$ cat config.mk
export PLATFORM = sky130hd
export DESIGN_NAME = alu_cmd_seq_flat
export DESIGN_NICKNAME = d
export VERILOG_FILES = /design/src/rtl/alu_pkg.sv /design/src/rtl/alu_cmd_seq_if.sv /design/src/rtl/alu_core.sv /design/src/rtl/alu_cmd_seq.sv /design/src/flat_wrapper.sv
export SDC_FILE = /design/constraint.sdc
export NUM_CORES = 1
export LEC_CHECK = 0
export CORE_ASPECT_RATIO = 2
export CORE_MARGIN = 2
export CORE_UTILIZATION = 50
export DETAILED_ROUTE_END_ITERATION = 8
export PLACE_DENSITY = 0.78
export SKIP_LAST_GASP = 1
export SLEW_MARGIN = 20
export SYNTH_ARGS = -nofsm -noshare
export SYNTH_HDL_FRONTEND = slang
export SYNTH_HIERARCHICAL = 1
export SYNTH_SLANG_ARGS = --single-unit
$ cat constraint.sdc
create_clock -name clk -period 2.6 [get_ports clk]
set_clock_uncertainty 0.2 [all_clocks]
set_input_delay 0.39 -clock clk [delete_from_list [all_inputs] [get_ports clk]]
set_output_delay 0.39 -clock clk [all_outputs]
set_load 0.01 [all_outputs]
$ cat src/rtl/alu_pkg.sv
// Shared opcodes, FSM state encoding and defaults for the ALU command sequencer.
// Imported by the core, the sequencer and the bus interface.
package alu_pkg;

    localparam int N_ALU_DEF = 4;

    localparam logic [3:0] OP_ADD = 4'b0000;
    localparam logic [3:0] OP_SUB = 4'b0001;
    localparam logic [3:0] OP_SHL = 4'b0010;
    localparam logic [3:0] OP_SHR = 4'b0011;
    localparam logic [3:0] OP_EQ  = 4'b0100;
    localparam logic [3:0] OP_GT  = 4'b0101;
    localparam logic [3:0] OP_LT  = 4'b0110;
    localparam logic [3:0] OP_MUL = 4'b0111;

    typedef enum logic [1:0] {
        IDLE = 2'd0,
        EXEC = 2'd1,
        MUL  = 2'd2,
        RESP = 2'd3
    } alu_state_t;

    typedef struct packed {
        logic of;
        logic zero;
        logic err;
    } alu_flags_t;

endpackage

$ cat src/rtl/alu_cmd_seq_if.sv
// Command/response bus of the ALU sequencer: valid/ready command channel in,
// valid/ready response channel out.
interface alu_cmd_seq_if #(
    parameter int N_ALU = alu_pkg::N_ALU_DEF
);
    logic             cmd_valid;
    logic             cmd_ready;
    logic [3:0]       cmd_op;
    logic [N_ALU-1:0] cmd_a;
    logic [N_ALU-1:0] cmd_b;

    logic             rsp_valid;
    logic             rsp_ready;
    logic [N_ALU-1:0] rsp_dout;
    logic             rsp_of;
    logic             rsp_zero;
    logic             rsp_err;

    modport master (
        output cmd_valid, cmd_op, cmd_a, cmd_b, rsp_ready,
        input  cmd_ready, rsp_valid, rsp_dout, rsp_of, rsp_zero, rsp_err
    );

    modport slave (
        input  cmd_valid, cmd_op, cmd_a, cmd_b, rsp_ready,
        output cmd_ready, rsp_valid, rsp_dout, rsp_of, rsp_zero, rsp_err
    );

endinterface

$ cat src/rtl/alu_core.sv
// Single-cycle ALU datapath: add/sub/shift/compare, illegal-op detection.
// Latency: purely combinational, zero cycles.
// Backpressure: none; outputs follow inputs, MUL is left to the sequencer.
module alu_core
    import alu_pkg::*;
#(
    parameter int N_ALU = N_ALU_DEF
) (
    input  logic [3:0]       op,
    input  logic [N_ALU-1:0] a,
    input  logic [N_ALU-1:0] b,
    output logic [N_ALU-1:0] dout,
    output logic             of,
    output logic             zero,
    output logic             err
);

    logic [N_ALU:0] wide;
    logic           big_shift;

    // Shift amounts at or beyond the word width flush the result to zero.
    assign big_shift = ({1'b0, b} >= (N_ALU+1)'(N_ALU));

    always_comb begin
        dout = '0;
        of   = 1'b0;
        zero = 1'b0;
        err  = 1'b0;
        wide = '0;
        case (op)
            OP_ADD: begin
                wide = {1'b0, a} + {1'b0, b};
                dout = wide[N_ALU-1:0];
                of   = wide[N_ALU];
            end
            OP_SUB: begin
                wide = {1'b0, a} - {1'b0, b};
                dout = wide[N_ALU-1:0];
                of   = wide[N_ALU];
            end
            OP_SHL: dout = big_shift ? '0 : (a << b);
            OP_SHR: dout = big_shift ? '0 : (a >> b);
            OP_EQ:  zero = (a == b);
            OP_GT:  zero = (a > b);
            OP_LT:  zero = (a < b);
            OP_MUL: dout = '0;
            default: begin
                err  = 1'b1;
                dout = '1;
            end
        endcase
    end

endmodule

$ cat src/rtl/alu_cmd_seq.sv
// Accepts one ALU command at a time, computes it, holds the response until taken.
// Latency: 2 cycles for single-cycle ops, N_ALU+1 for MUL (shift-and-add).
// Backpressure: cmd_ready only in IDLE; response held stable until rsp_ready.
module alu_cmd_seq
    import alu_pkg::*;
#(
    parameter int N_ALU = N_ALU_DEF
) (
    input  logic         clk,
    input  logic         rst_n,
    alu_cmd_seq_if.slave bus,
    output logic         busy,
    output logic [7:0]   err_cnt
);

    localparam int             CW       = (N_ALU > 1) ? $clog2(N_ALU) : 1;
    localparam logic [CW-1:0]  CNT_LAST = CW'(N_ALU - 1);

    alu_state_t         state;
    logic [3:0]         op_q;
    logic [N_ALU-1:0]   a_q;
    logic [N_ALU-1:0]   b_q;
    logic [CW-1:0]      bit_cnt;
    logic [2*N_ALU-1:0] acc;
    logic [2*N_ALU-1:0] addend;
    logic [2*N_ALU-1:0] acc_next;

    logic [N_ALU-1:0]   core_dout;
    logic               core_of;
    logic               core_zero;
    logic               core_err;

    logic [N_ALU-1:0]   rsp_dout_q;
    alu_flags_t         rsp_flags_q;
    logic               cmd_ready_q;
    logic               rsp_valid_q;

    alu_core #(
        .N_ALU (N_ALU)
    ) u_core (
        .op   (op_q),
        .a    (a_q),
        .b    (b_q),
        .dout (core_dout),
        .of   (core_of),
        .zero (core_zero),
        .err  (core_err)
    );

    // One partial product per cycle, selected by the current multiplier bit.
    always_comb begin
        addend = '0;
        if (b_q[bit_cnt]) begin
            addend = {{N_ALU{1'b0}}, a_q} << bit_cnt;
        end
        acc_next = acc + addend;
    end

    always_ff @(posedge clk or negedge rst_n) begin
        if (!rst_n) begin
            state       <= IDLE;
            op_q        <= '0;
            a_q         <= '0;
            b_q         <= '0;
            bit_cnt     <= '0;
            acc         <= '0;
            rsp_dout_q  <= '0;
            rsp_flags_q <= '0;
            cmd_ready_q <= 1'b1;
            rsp_valid_q <= 1'b0;
            busy        <= 1'b0;
            err_cnt     <= '0;
        end else begin
            case (state)
                IDLE: begin
                    if (bus.cmd_valid && cmd_ready_q) begin
                        op_q        <= bus.cmd_op;
                        a_q         <= bus.cmd_a;
                        b_q         <= bus.cmd_b;
                        bit_cnt     <= '0;
                        acc         <= '0;
                        cmd_ready_q <= 1'b0;
                        busy        <= 1'b1;
                        state       <= (bus.cmd_op == OP_MUL) ? MUL : EXEC;
                    end
                end
                EXEC: begin
                    rsp_dout_q  <= core_dout;
                    rsp_flags_q <= '{of: core_of, zero: core_zero, err: core_err};
                    if (core_err && (err_cnt != 8'hFF)) begin
                        err_cnt <= err_cnt + 8'd1;
                    end
                    rsp_valid_q <= 1'b1;
                    state       <= RESP;
                end
                MUL: begin
                    acc     <= acc_next;
                    bit_cnt <= bit_cnt + 1'b1;
                    if (bit_cnt == CNT_LAST) begin
                        rsp_dout_q  <= acc_next[N_ALU-1:0];
                        rsp_flags_q <= '{of: |acc_next[2*N_ALU-1:N_ALU], zero: 1'b0, err: 1'b0};
                        rsp_valid_q <= 1'b1;
                        state       <= RESP;
                    end
                end
                RESP: begin
                    if (bus.rsp_ready) begin
                        rsp_valid_q <= 1'b0;
                        cmd_ready_q <= 1'b1;
                        busy        <= 1'b0;
                        state       <= IDLE;
                    end
                end
                default: state <= IDLE;
            endcase
        end
    end

    assign bus.cmd_ready = cmd_ready_q;
    assign bus.rsp_valid = rsp_valid_q;
    assign bus.rsp_dout  = rsp_dout_q;
    assign bus.rsp_of    = rsp_flags_q.of;
    assign bus.rsp_zero  = rsp_flags_q.zero;
    assign bus.rsp_err   = rsp_flags_q.err;

endmodule

$ cat src/flat_wrapper.sv
// flat-port wrapper written by rule: the top's interface ports become plain ports
module alu_cmd_seq_flat import alu_pkg::*;
#(
    parameter int N_ALU = N_ALU_DEF
)
  (clk, rst_n, busy, err_cnt, bus_cmd_valid, bus_cmd_op, bus_cmd_a, bus_cmd_b, bus_rsp_ready, bus_cmd_ready, bus_rsp_valid, bus_rsp_dout, bus_rsp_of, bus_rsp_zero, bus_rsp_err);
  alu_cmd_seq_if #(.N_ALU(N_ALU)) bus_i ();
  input  logic clk;
  input  logic rst_n;
  output logic busy;
  output logic [7:0] err_cnt;
  input wire logic [$bits(bus_i.cmd_valid)-1:0] bus_cmd_valid;
  input wire logic [$bits(bus_i.cmd_op)-1:0] bus_cmd_op;
  input wire logic [$bits(bus_i.cmd_a)-1:0] bus_cmd_a;
  input wire logic [$bits(bus_i.cmd_b)-1:0] bus_cmd_b;
  input wire logic [$bits(bus_i.rsp_ready)-1:0] bus_rsp_ready;
  output wire logic [$bits(bus_i.cmd_ready)-1:0] bus_cmd_ready;
  output wire logic [$bits(bus_i.rsp_valid)-1:0] bus_rsp_valid;
  output wire logic [$bits(bus_i.rsp_dout)-1:0] bus_rsp_dout;
  output wire logic [$bits(bus_i.rsp_of)-1:0] bus_rsp_of;
  output wire logic [$bits(bus_i.rsp_zero)-1:0] bus_rsp_zero;
  output wire logic [$bits(bus_i.rsp_err)-1:0] bus_rsp_err;
  assign bus_i.cmd_valid = bus_cmd_valid;
  assign bus_i.cmd_op = bus_cmd_op;
  assign bus_i.cmd_a = bus_cmd_a;
  assign bus_i.cmd_b = bus_cmd_b;
  assign bus_i.rsp_ready = bus_rsp_ready;
  assign bus_cmd_ready = bus_i.cmd_ready;
  assign bus_rsp_valid = bus_i.rsp_valid;
  assign bus_rsp_dout = bus_i.rsp_dout;
  assign bus_rsp_of = bus_i.rsp_of;
  assign bus_rsp_zero = bus_i.rsp_zero;
  assign bus_rsp_err = bus_i.rsp_err;
  alu_cmd_seq #(.N_ALU(N_ALU)) u_core (.clk(clk), .rst_n(rst_n), .bus(bus_i), .busy(busy), .err_cnt(err_cnt));
endmodule
==> out/summary.rpt, run 1 <==
RUN STATUS
--------------------------------------------------------------------------------------------------
Outcome                                                                               complete, but fails checks
Failing checks                                                                        negative setup slack

ROUTE
--------------------------------------------------------------------------------------------------
Count of antenna-violating nets left after detailed routing                                      0
Sum of routed wire segments on met1                                                        2.86 mm
Avg Vias per Cell                                                                             6.21

TIMING
--------------------------------------------------------------------------------------------------
Count of endpoints failing setup in the final report                                             1
Max-slew violations                                                                              0
Minimum clock period                                                                       2.61 ns
Worst path setup slack after routing                                                   -0.00825 ns
Setup TNS                                                                              -0.00825 ns
RSZ-0062 raised after global routing                                                          true

SYNTHESIS
--------------------------------------------------------------------------------------------------
Post-synthesis sequential area ratio                                                         34.7%
Basic Gates by Area                                                                          15.7%
Chip area line of the yosys report                                                        3030 um2
Average footprint of a synthesized cell                                                   9.54 um2
Commonest cells post-synth                                                            sky130_fd_sc_hd__dfrtp_1 (41), sky130_fd_sc_hd__nand2_1 (29), sky130_fd_sc_hd__o21ai_0 (26), sky130_fd_sc_hd__ha_1 (21), sky130_fd_sc_hd__a21oi_1 (17)
Total cells reported by yosys after synthesis                                                  318

WORST SETUP PATH
--------------------------------------------------------------------------------------------------
Startpoint-to-endpoint class of the critical path                                     register to register
Reg2reg setup slack                                                                      -0.008 ns
Launching element type of the critical path                                               register
Critical Path Max Stage Delay                                                              0.55 ns
Slowest stage cell on the critical path                                               sky130_fd_sc_hd__mux4_2

POWER
--------------------------------------------------------------------------------------------------
Sw Pwr                                                                                     2290 uW
Power of the combinational group                                                           3260 uW
Power Total                                                                                5210 uW
VDD IR max                                                                                0.838 mV
Power drawn by the clock network                                                            701 uW
Switching fraction of total power                                                            44.0%

CELLS AND AREA
--------------------------------------------------------------------------------------------------
Final design instance area without fill                                                   3770 um2
Total of fill cells in the finished design                                                     478
Registers with the highest flip-flop counts                                           u_core/acc: 8 flops, u_core/err_cnt: 8 flops
Clock buf/inv share                                                                          4.31%
Non-clock buffer share of cell area                                                          13.1%
Multi-input combinational area share                                                         51.0%
Count of non-CTS buffers in the layout                                                          55

GLOBAL ROUTE
--------------------------------------------------------------------------------------------------
Number of antenna violations at the first check in global routing                                0
Global route total overflow                                                                      0
Pin count of the biggest net entering global routing                                            43
First-pass GRT wire length                                                                 13.2 mm

PLACE
--------------------------------------------------------------------------------------------------
Number of buffers added on ports                                                                33
Placed insts                                                                                   421

CLOCK TREE
--------------------------------------------------------------------------------------------------
Clock transition time at the flip-flop clock pins of the worst setup and hold paths        0.06 ns
Clock tree root buffer cell                                                           sky130_fd_sc_hd__clkbuf_16
Number of setup buffers added after CTS                                                          0
Count of H-tree levels built during CTS                                                          2

FLOORPLAN
--------------------------------------------------------------------------------------------------
Core area                                                                                 5960 um2

[run 1: placed cells by master (no fill, tap or decap), types with 8 or more instances in the layout]
cell type                         instances
sky130_fd_sc_hd__nand2_1                 29
sky130_fd_sc_hd__o21ai_0                 22
sky130_fd_sc_hd__nor2b_1                  8
sky130_fd_sc_hd__nor2_1                  14
sky130_fd_sc_hd__mux2_2                  14
sky130_fd_sc_hd__buf_4                   21
sky130_fd_sc_hd__inv_1                   14
sky130_fd_sc_hd__xnor2_1                 10
sky130_fd_sc_hd__mux2i_1                 14
sky130_fd_sc_hd__ha_1                    17
sky130_fd_sc_hd__clkdlybuf4s50_1         32
sky130_fd_sc_hd__dfrtp_1                 39
sky130_fd_sc_hd__a21oi_1                 14
Fig. 1: run 1, wiring by layer
Only two layers are drawn.
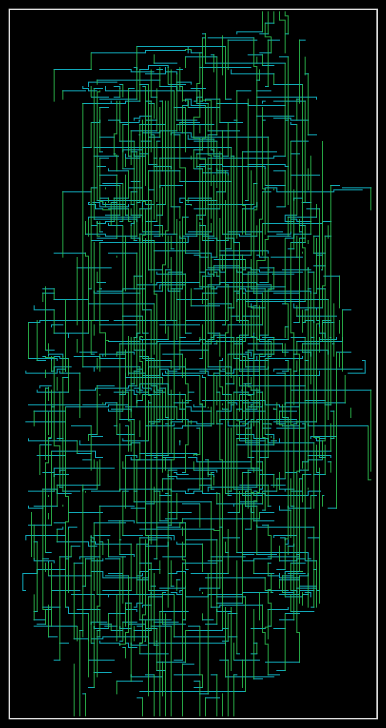
colour	layer	wire length
cyan	M1	2860 um
green	M2	4580 um
vias post-DR: 2663
total detailed-routing wirelength: 7.98 mm
WL per Instance: 18.6 um
Overall Global Routing Usage: 26.2%

Fig. 2: run 1, clock wiring as the flow saved it
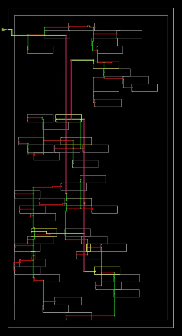
clock buffer count: 7
number of sinks on the clock net: 42
flip-flop and latch count: 42
clock buffers created by TritonCTS: 5

Fig. 3: run 1, where the registers sit
Scale bar: 20 um. Other sequential cells in the stronger grey, the rest of the logic in the fainter grey.
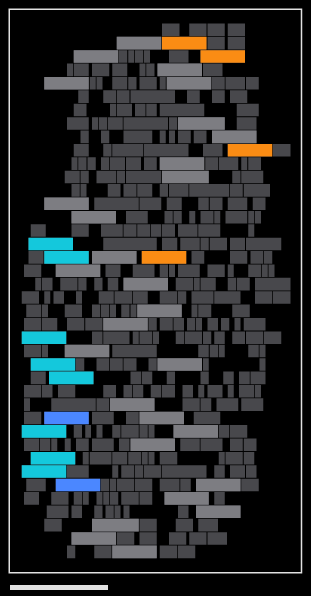
colour	netlist name	sequential cells
blue	u_core/state	2
orange	u_core/a_q	4
cyan	u_core/err_cnt	8
fraction of area in registers: 28.0%
total sequential power: 1240 uW
area of all sequential standard cells: 1050 um2

Fig. 4: run 1, gate families picked out
Scale bar: 20 um.
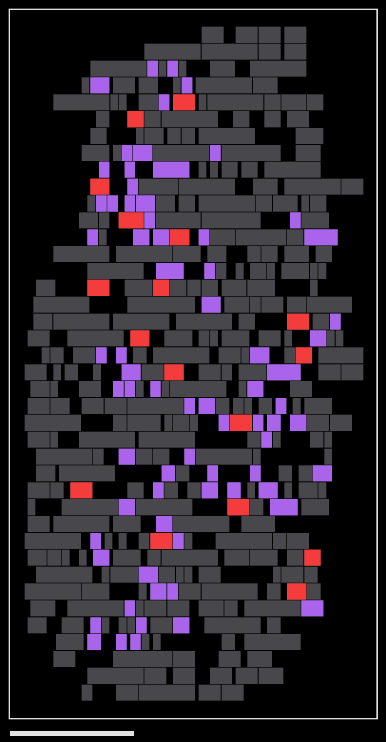
colour	family	cells
red	non-inverting ao/oa cells	17
purple	aoi and oai cells	72

Fig. 5: run 1, pin map
Pins as bars across the die edge, other pins in grey.
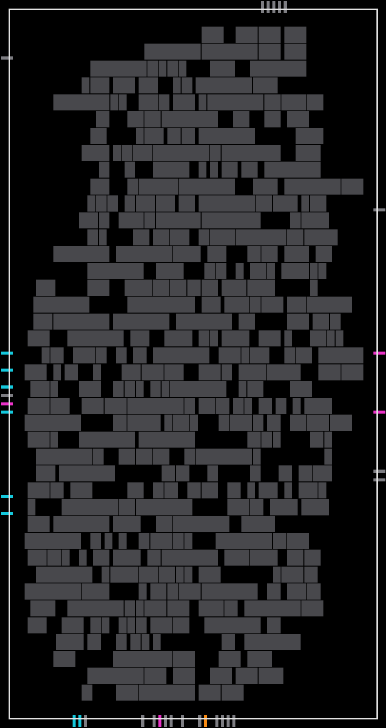

==> run 2: changes to the inputs <==
--- a/config.mk
+++ b/config.mk
@@ -9,7 +9,7 @@
 export CORE_MARGIN = 2
 export CORE_UTILIZATION = 50
 export DETAILED_ROUTE_END_ITERATION = 8
-export PLACE_DENSITY = 0.78
+export PLACE_DENSITY = 0.74
 export SKIP_LAST_GASP = 1
 export SLEW_MARGIN = 20
 export SYNTH_ARGS = -nofsm -noshare
==> constraint.sdc (replaced) <==
create_clock -name clk -period 2.91 [get_ports clk]
set_clock_uncertainty 0.2 [all_clocks]
set_input_delay 0.4365 -clock clk [delete_from_list [all_inputs] [get_ports clk]]
set_output_delay 0.4365 -clock clk [all_outputs]
set_load 0.01 [all_outputs]
Fig. 6: run 2, pin map
Pins as bars across the die edge, other pins in grey.
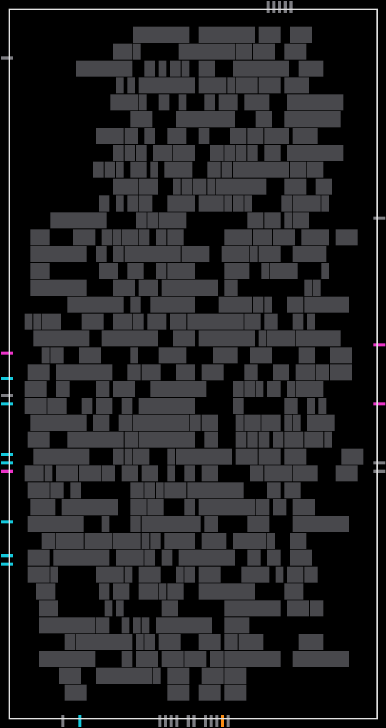
colour	port	pins	direction	edge
orange	bus_rsp_zero	1	output	south
magenta	bus_rsp_dout	4	output	2 west, 2 east
cyan	err_cnt	8	output	7 west, 1 south
all pins by edge	13 south, 11 west, 5 north, 5 east

==> out/summary.rpt, run 2 <==
PLACE
--------------------------------------------------------------------------------------------------
Number of buffers added on ports                                                                33

CELLS AND AREA
--------------------------------------------------------------------------------------------------
Registers with the highest flip-flop counts                                           u_core/acc: 8 flops, u_core/err_cnt: 8 flops
Flip-flop and latch count                                                                       42
Clock buffer count                                                                               6
Top library cells by usage in the layout, fill and taps aside                         sky130_fd_sc_hd__dfrtp_1 (40), sky130_fd_sc_hd__clkdlybuf4s50_1 (32), sky130_fd_sc_hd__nand2_1 (29)
Count of non-CTS buffers in the layout                                                          49
Total of fill cells in the finished design                                                     523
Multi-input combinational area share                                                         50.8%
Fraction of area in registers                                                                29.0%
Final design instance area without fill                                                   3640 um2

SYNTHESIS
--------------------------------------------------------------------------------------------------
Total cells reported by yosys after synthesis                                                  318
Average footprint of a synthesized cell                                                   9.54 um2
Commonest cells post-synth                                                            sky130_fd_sc_hd__dfrtp_1 (41), sky130_fd_sc_hd__nand2_1 (29), sky130_fd_sc_hd__o21ai_0 (26), sky130_fd_sc_hd__ha_1 (21), sky130_fd_sc_hd__a21oi_1 (17)
Basic Gates by Area                                                                          15.7%
Chip area line of the yosys report                                                        3030 um2

ROUTE
--------------------------------------------------------------------------------------------------
Avg Vias per Cell                                                                             6.17
Vias post-DR                                                                                  2610
Count of antenna-violating nets left after detailed routing                                      0
Total detailed-routing wirelength                                                          7.83 mm
WL per Instance                                                                            18.5 um

CLOCK TREE
--------------------------------------------------------------------------------------------------
Clock tree root buffer cell                                                           sky130_fd_sc_hd__clkbuf_16
Count of H-tree levels built during CTS                                                          2
Clock transition time at the flip-flop clock pins of the worst setup and hold paths        0.06 ns
Clock buffers created by TritonCTS                                                               5
Number of sinks on the clock net                                                                42
Number of setup buffers added after CTS                                                          0

RUN STATUS
--------------------------------------------------------------------------------------------------
Outcome                                                                                  completed

TIMING
--------------------------------------------------------------------------------------------------
Setup TNS                                                                                     0 ns
RSZ-0062 raised after global routing                                                         false
Max-slew violations                                                                              0
Worst path setup slack after routing                                                      0.162 ns
Count of endpoints failing setup in the final report                                             0

POWER
--------------------------------------------------------------------------------------------------
Total sequential power                                                                     1140 uW
Power of the combinational group                                                           2670 uW
Power Total                                                                                4380 uW
Switching fraction of total power                                                            45.1%

GLOBAL ROUTE
--------------------------------------------------------------------------------------------------
Number of antenna violations at the first check in global routing                                0
First-pass GRT wire length                                                                 12.6 mm

WORST SETUP PATH
--------------------------------------------------------------------------------------------------
Launching element type of the critical path                                               register
Critical Path Max Stage Delay                                                              0.51 ns

FLOORPLAN
--------------------------------------------------------------------------------------------------
Core area                                                                                 5960 um2

run 2: cell counts after synthesis:
No cell type changed its count.
run 2: metal layers:
layer	routed length [um]	vias to the layer above	global-route usage, %	share of wire (%)
met5	0	-	0	0
met2	4240	73	43.6	54
met4	418	0	15.0	5.3
met3	265	32	4.07	3.4
li1	-	1233	-	-
met1	2910	1272	26.8	37
run 2: worst paths after layout:
check	startpoint	end	slack, ns	cells after the start
min in group asynchronous	rst_n	u_core/bus.rsp_valid	0.42	2
max	u_core/b_q[0]	u_core/bus.rsp_of	0.16	8
max reg2reg	u_core/b_q[0]	u_core/bus.rsp_of	0.16	8
min reg2reg	u_core/err_cnt[7]	u_core/err_cnt[7]	0.30	1
max in group asynchronous	rst_n	u_core/bit_cnt[1]	1.38	3
min	u_core/err_cnt[7]	u_core/err_cnt[7]	0.30	1
No activity file was given, so power comes from the tool's default toggle rates.
